===== src/rtl/modadd_sched.sv =====
// Two-requester round-robin front end feeding a 3-stage modular add/subtract
// pipeline; every stage freezes together while the output is back-pressured.
module modadd_sched #(
   parameter int W   = 4,
   parameter int MOD = 11
) (
   input  logic         clk,
   input  logic         rst,
   input  logic         r0_valid,
   output logic         r0_ready,
   input  logic         r0_s,
   input  logic [W-1:0] r0_x,
   input  logic [W-1:0] r0_y,
   input  logic         r1_valid,
   output logic         r1_ready,
   input  logic         r1_s,
   input  logic [W-1:0] r1_x,
   input  logic [W-1:0] r1_y,
   output logic         z_valid,
   input  logic         z_ready,
   output logic [W-1:0] z,
   output logic         z_tag,
   output logic         z_err
);

   if ((MOD < 2) || (MOD > (1 << W))) begin : g_mod_check
      $error("modadd_sched: MOD must satisfy 2 <= MOD <= 2**W");
   end

   localparam logic [W:0] MOD_V = (W+1)'(MOD);

   logic         adv, g0, g1;
   logic         ptr_q;
   logic         sel_s;
   logic [W-1:0] sel_x, sel_y;

   logic         v1_q, s1_q, tag1_q, err1_q;
   logic [W:0]   t1_q, t1_d;
   logic         err1_d;

   logic         v2_q, s2_q, tag2_q, err2_q;
   logic [W:0]   t2_q;
   logic [W-1:0] c2_q, c2_d;

   logic         z_valid_q, z_tag_q, z_err_q;
   logic [W-1:0] z_q, z_d;
   logic         pick_c;

   // ptr_q = 0 favours requester 0 when both are valid
   always_comb begin
      adv = !z_valid_q || z_ready;
      g0  = !rst && adv && r0_valid && (!r1_valid || !ptr_q);
      g1  = !rst && adv && r1_valid && (!r0_valid ||  ptr_q);

      sel_s = g1 ? r1_s : r0_s;
      sel_x = g1 ? r1_x : r0_x;
      sel_y = g1 ? r1_y : r0_y;

      t1_d   = sel_s ? ({1'b0, sel_x} - {1'b0, sel_y})
                     : ({1'b0, sel_x} + {1'b0, sel_y});
      err1_d = ({1'b0, sel_x} >= MOD_V) || ({1'b0, sel_y} >= MOD_V);

      // only the low W bits of the correction can ever be selected
      c2_d = s1_q ? (t1_q[W-1:0] + MOD_V[W-1:0]) : (t1_q[W-1:0] - MOD_V[W-1:0]);

      pick_c = s2_q ? t2_q[W] : (t2_q >= MOD_V);
      z_d    = err2_q ? '0 : (pick_c ? c2_q : t2_q[W-1:0]);
   end

   always_ff @(posedge clk) begin
      if (rst) begin
         ptr_q     <= 1'b0;
         v1_q      <= 1'b0;
         s1_q      <= 1'b0;
         tag1_q    <= 1'b0;
         err1_q    <= 1'b0;
         t1_q      <= '0;
         v2_q      <= 1'b0;
         s2_q      <= 1'b0;
         tag2_q    <= 1'b0;
         err2_q    <= 1'b0;
         t2_q      <= '0;
         c2_q      <= '0;
         z_valid_q <= 1'b0;
         z_q       <= '0;
         z_tag_q   <= 1'b0;
         z_err_q   <= 1'b0;
      end else begin
         if (g0 || g1) begin
            ptr_q <= g0;
         end
         if (adv) begin
            v1_q      <= g0 || g1;
            s1_q      <= sel_s;
            tag1_q    <= g1;
            err1_q    <= err1_d;
            t1_q      <= t1_d;
            v2_q      <= v1_q;
            s2_q      <= s1_q;
            tag2_q    <= tag1_q;
            err2_q    <= err1_q;
            t2_q      <= t1_q;
            c2_q      <= c2_d;
            z_valid_q <= v2_q;
            z_q       <= z_d;
            z_tag_q   <= tag2_q;
            z_err_q   <= err2_q;
         end
      end
   end

   assign r0_ready = g0;
   assign r1_ready = g1;
   assign z_valid  = z_valid_q;
   assign z        = z_q;
   assign z_tag    = z_tag_q;
   assign z_err    = z_err_q;

endmodule


===== config.mk =====
export PLATFORM = sky130hd
export DESIGN_NAME = modadd_sched
export DESIGN_NICKNAME = d
export VERILOG_FILES = /design/src/rtl/modadd_sched.sv
export SDC_FILE = /design/constraint.sdc
export NUM_CORES = 1
export LEC_CHECK = 0
export CORE_MARGIN = 2
export CORE_UTILIZATION = 51
export DETAILED_ROUTE_END_ITERATION = 10
export GPL_TIMING_DRIVEN = 0
export MAX_ROUTING_LAYER = met4
export PLACE_DENSITY = 0.89
export SETUP_SLACK_MARGIN = 0.5
export SYNTH_ARGS = -nofsm -noshare
export SYNTH_HDL_FRONTEND = slang
export SYNTH_SLANG_ARGS = --single-unit
export TNS_END_PERCENT = 1

===== constraint.sdc =====
create_clock -name clk -period 3.3 [get_ports clk]
set_input_delay 0.66 -clock clk [delete_from_list [all_inputs] [get_ports clk]]
set_output_delay 0.66 -clock clk [all_outputs]
set_load 0.005 [all_outputs]

==> images/registers.png <==
Other sequential cells in the stronger grey, the rest of the logic in the fainter grey.
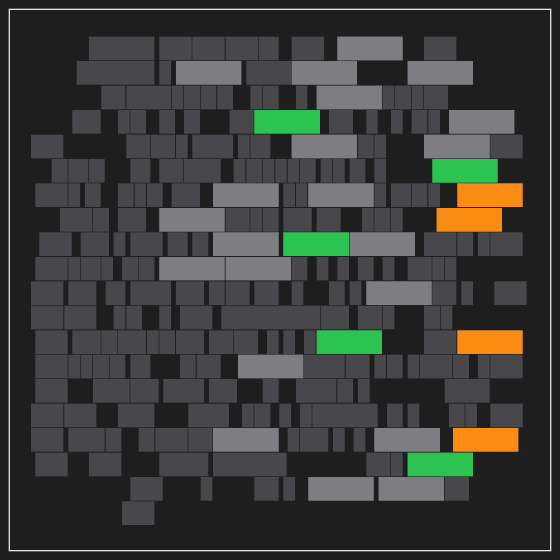
Green is t2_q, placed flops 5. Orange is z, placed flops 4, where east.
Another 21 sequential cells are not coloured.
post-route core utilization: 0.697
Sequential cell area: 601 um^2
proportion of cell area occupied by registers: 0.285
Power Sequential: 0.000434 W

==> images/met1.png <==
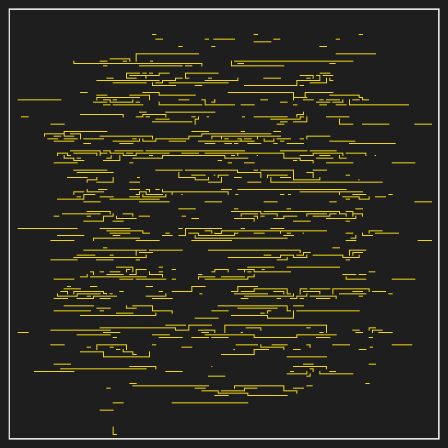
The layer holds 43% of the routed length. 245 nets have wire on it. The longest straight run is 17.9 um. The wires run mostly horizontal.

==> images/final_congestion.png <==
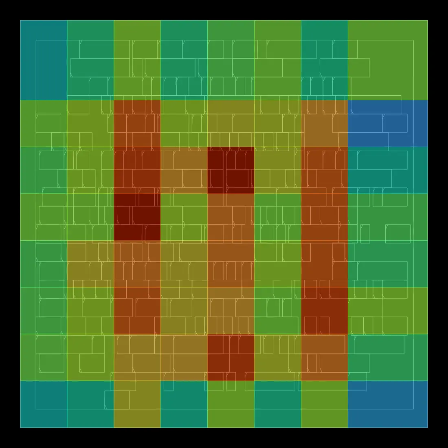
routing usage on met1: 0.278
GRT Resource Usage Total: 0.242
met2 GRT Util: 0.377
met3 capacity usage during global routing: 0.0649
mean routed wirelength per cell: 12.2 um

==> images/port_nets.png <==
Scale bar: 20 um.
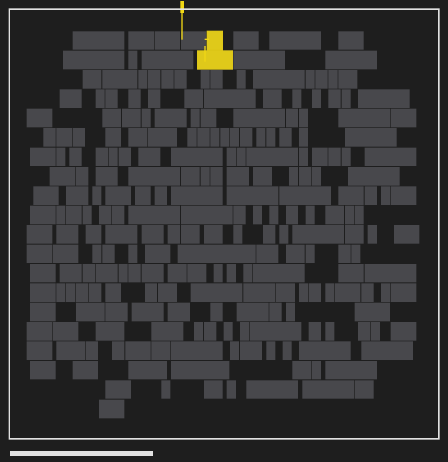
Yellow is z_ready, bits 1, direction input, end cells 2, buffers 1, wire 6.40 um.
count of port buffers added during placement: 31
io pins: 32

==> flow_summary.yaml <==
# yosys + openroad results
worst_setup_path:
  setup.worst_path.end_class: "flip-flop"
  worstPathCellList: "clkdlybuf4s15_1 > nor2b_4 > nor4b_4 > buf_4 > buf_12 > mux2i_1 > ha_2 > inv_2 > fa_2 > a21o_1 > a21oi_2 > nor3_1 > a211o_1"
  timing.critical_path.to: "t1_q[4]$_SDFFE_PP0N_"
  r2r_cells: 12
  crit_type: "primary input to flip-flop"
  critical_path_required_ns: 3.54
  path_delay_family: "adder cells"
  crit_path_max_incr_delay_ns: 0.39
  setup.reg_to_reg.worst_slack_ns: 0.78
  slowest_stage: "sky130_fd_sc_hd__fa_2"
final_timing:
  final_max_slew_viol_count: 0
  max_freq_mhz: 369
  fin_skew_ns: 0.0120
  relSlewSlack: 0.678
  worstMarginPinSlew_ns: 0.483
  holdWs_ns: 0.458
  finalCritPeriodShare: 0.820
  timing_hold_violations_final: 0
pwr:
  power_frac_comb: 0.241
  power_frac_clock: 0.311
  pwr.group.combinational_w: 0.000234
  peak_ir_drop_on_the_vdd_network_mv: 0.175
  power.density_nw_per_um2: 459
yosys:
  adder_and_majority_cell_fraction_of_the_synthesized_area: 0.0719
  synth-edff-count: 0
  aoi_share: 0.179
  yosys_register_bits: 30
  floorplan.nets: 231
  avgSynthCellArea_um2: 8.01
  yosys-dominant-comb-family: "simple AND/OR/NAND/NOR gates"
  top_cells_by_area: "sky130_fd_sc_hd__dfxtp_1 38%, sky130_fd_sc_hd__nand2_1 8.2%, sky130_fd_sc_hd__a21oi_1 7.8%"
hold_path:
  worst_min_delay_path_class: "flip-flop to flip-flop"
  hold_path.startpoint: "err1_q$_SDFFE_PP0N_"
die:
  die_y_um: 60.0
  rows: 20
placed_design:
  placed_cell_area_um2: 1970
  place_ws_ns: -0.0571
  finalWeightedCongestion: 0.763
  dpl_wire_length_um: 2540
job:
  cap_violations: 0
  number_of_logged_tool_warnings: 27
clocking:
  cts_root_buffer: "sky130_fd_sc_hd__clkbuf_4"
cells_and_area:
  layout_top_cells_excl_fill_tap: "35 x sky130_fd_sc_hd__nand2_1, 30 x sky130_fd_sc_hd__dfxtp_1, 26 x sky130_fd_sc_hd__clkdlybuf4s50_1, 24 x sky130_fd_sc_hd__a21oi_1, 19 x sky130_fd_sc_hd__nor2_1"
  final_cell_count_no_fill: 284
  num-fill-cells: 244
  num_antenna_cells: 0
  final_layout_size_suffix_gt1_frac: 0.104
run_status:
  outcome: "complete, no violations"
global_routing:
  busiest_layer: "met2"
detailed_routing:
  antenna_left: 0
timing repair:
action | CTS | global route
pin swaps | 1 | 4
hold buffers | 0 | 0
resized | 10 | 8
setup buffers | 2 | 0
setup endpoints to repair | 4 | 1
final cells by class:
type	count	area (um^2)	area share
Clock buffer	6	51.3	0.0243
Inverter	8	30.0	0.0142
Sequential cell	30	601	0.285
Clock inverter	1	30.0	0.0142
Multi-Input combinational cell	152	950	0.450
Timing Repair Buffer	33	338	0.160
Buffer	10	56.3	0.0267
Tap cell	44	55.1	0.0261
cells in the mapped netlist (all sizes together) (2+ instances only):
cell type,number
fa,2
nand3,2
ha,6
xor2,2
a21oi,25
nor2b,4
o21ai,11
nor3,6
mux2,3
a21o,4
nand2b,3
xnor2,7
nand2,35
a211oi,5
mux2i,6
inv,8
or3,3
dfxtp,30
buf,8
clkbuf,2
nor3b,2
nor2,19
worst register-to-register path, stage by stage (launching register included):
cell                      delay, ns
sky130_fd_sc_hd__dfxtp_1       0.33
sky130_fd_sc_hd__nor2b_4       0.14
sky130_fd_sc_hd__nor4b_4       0.26
sky130_fd_sc_hd__buf_4         0.17
sky130_fd_sc_hd__buf_12        0.11
sky130_fd_sc_hd__mux2i_1       0.19
sky130_fd_sc_hd__ha_2          0.19
sky130_fd_sc_hd__inv_2         0.04
sky130_fd_sc_hd__fa_2          0.39
sky130_fd_sc_hd__a21o_1        0.19
sky130_fd_sc_hd__a21oi_2       0.13
sky130_fd_sc_hd__nor3_1        0.06
sky130_fd_sc_hd__a211o_1       0.22
state kept, by name, summed over array words and instances (netlist names), 4 cells and up:
name / count
c2_q: 4
z: 4
t2_q: 5
t1_q: 5
layer usage:
layer  vias to the layer above  part of all wire
met2                        39              0.49
met5                         -                 0
li1                        762                 -
met3                         9             0.047
met1                       660              0.43
met4                         0             0.031
No activity file was given, so power comes from the tool's default toggle rates.
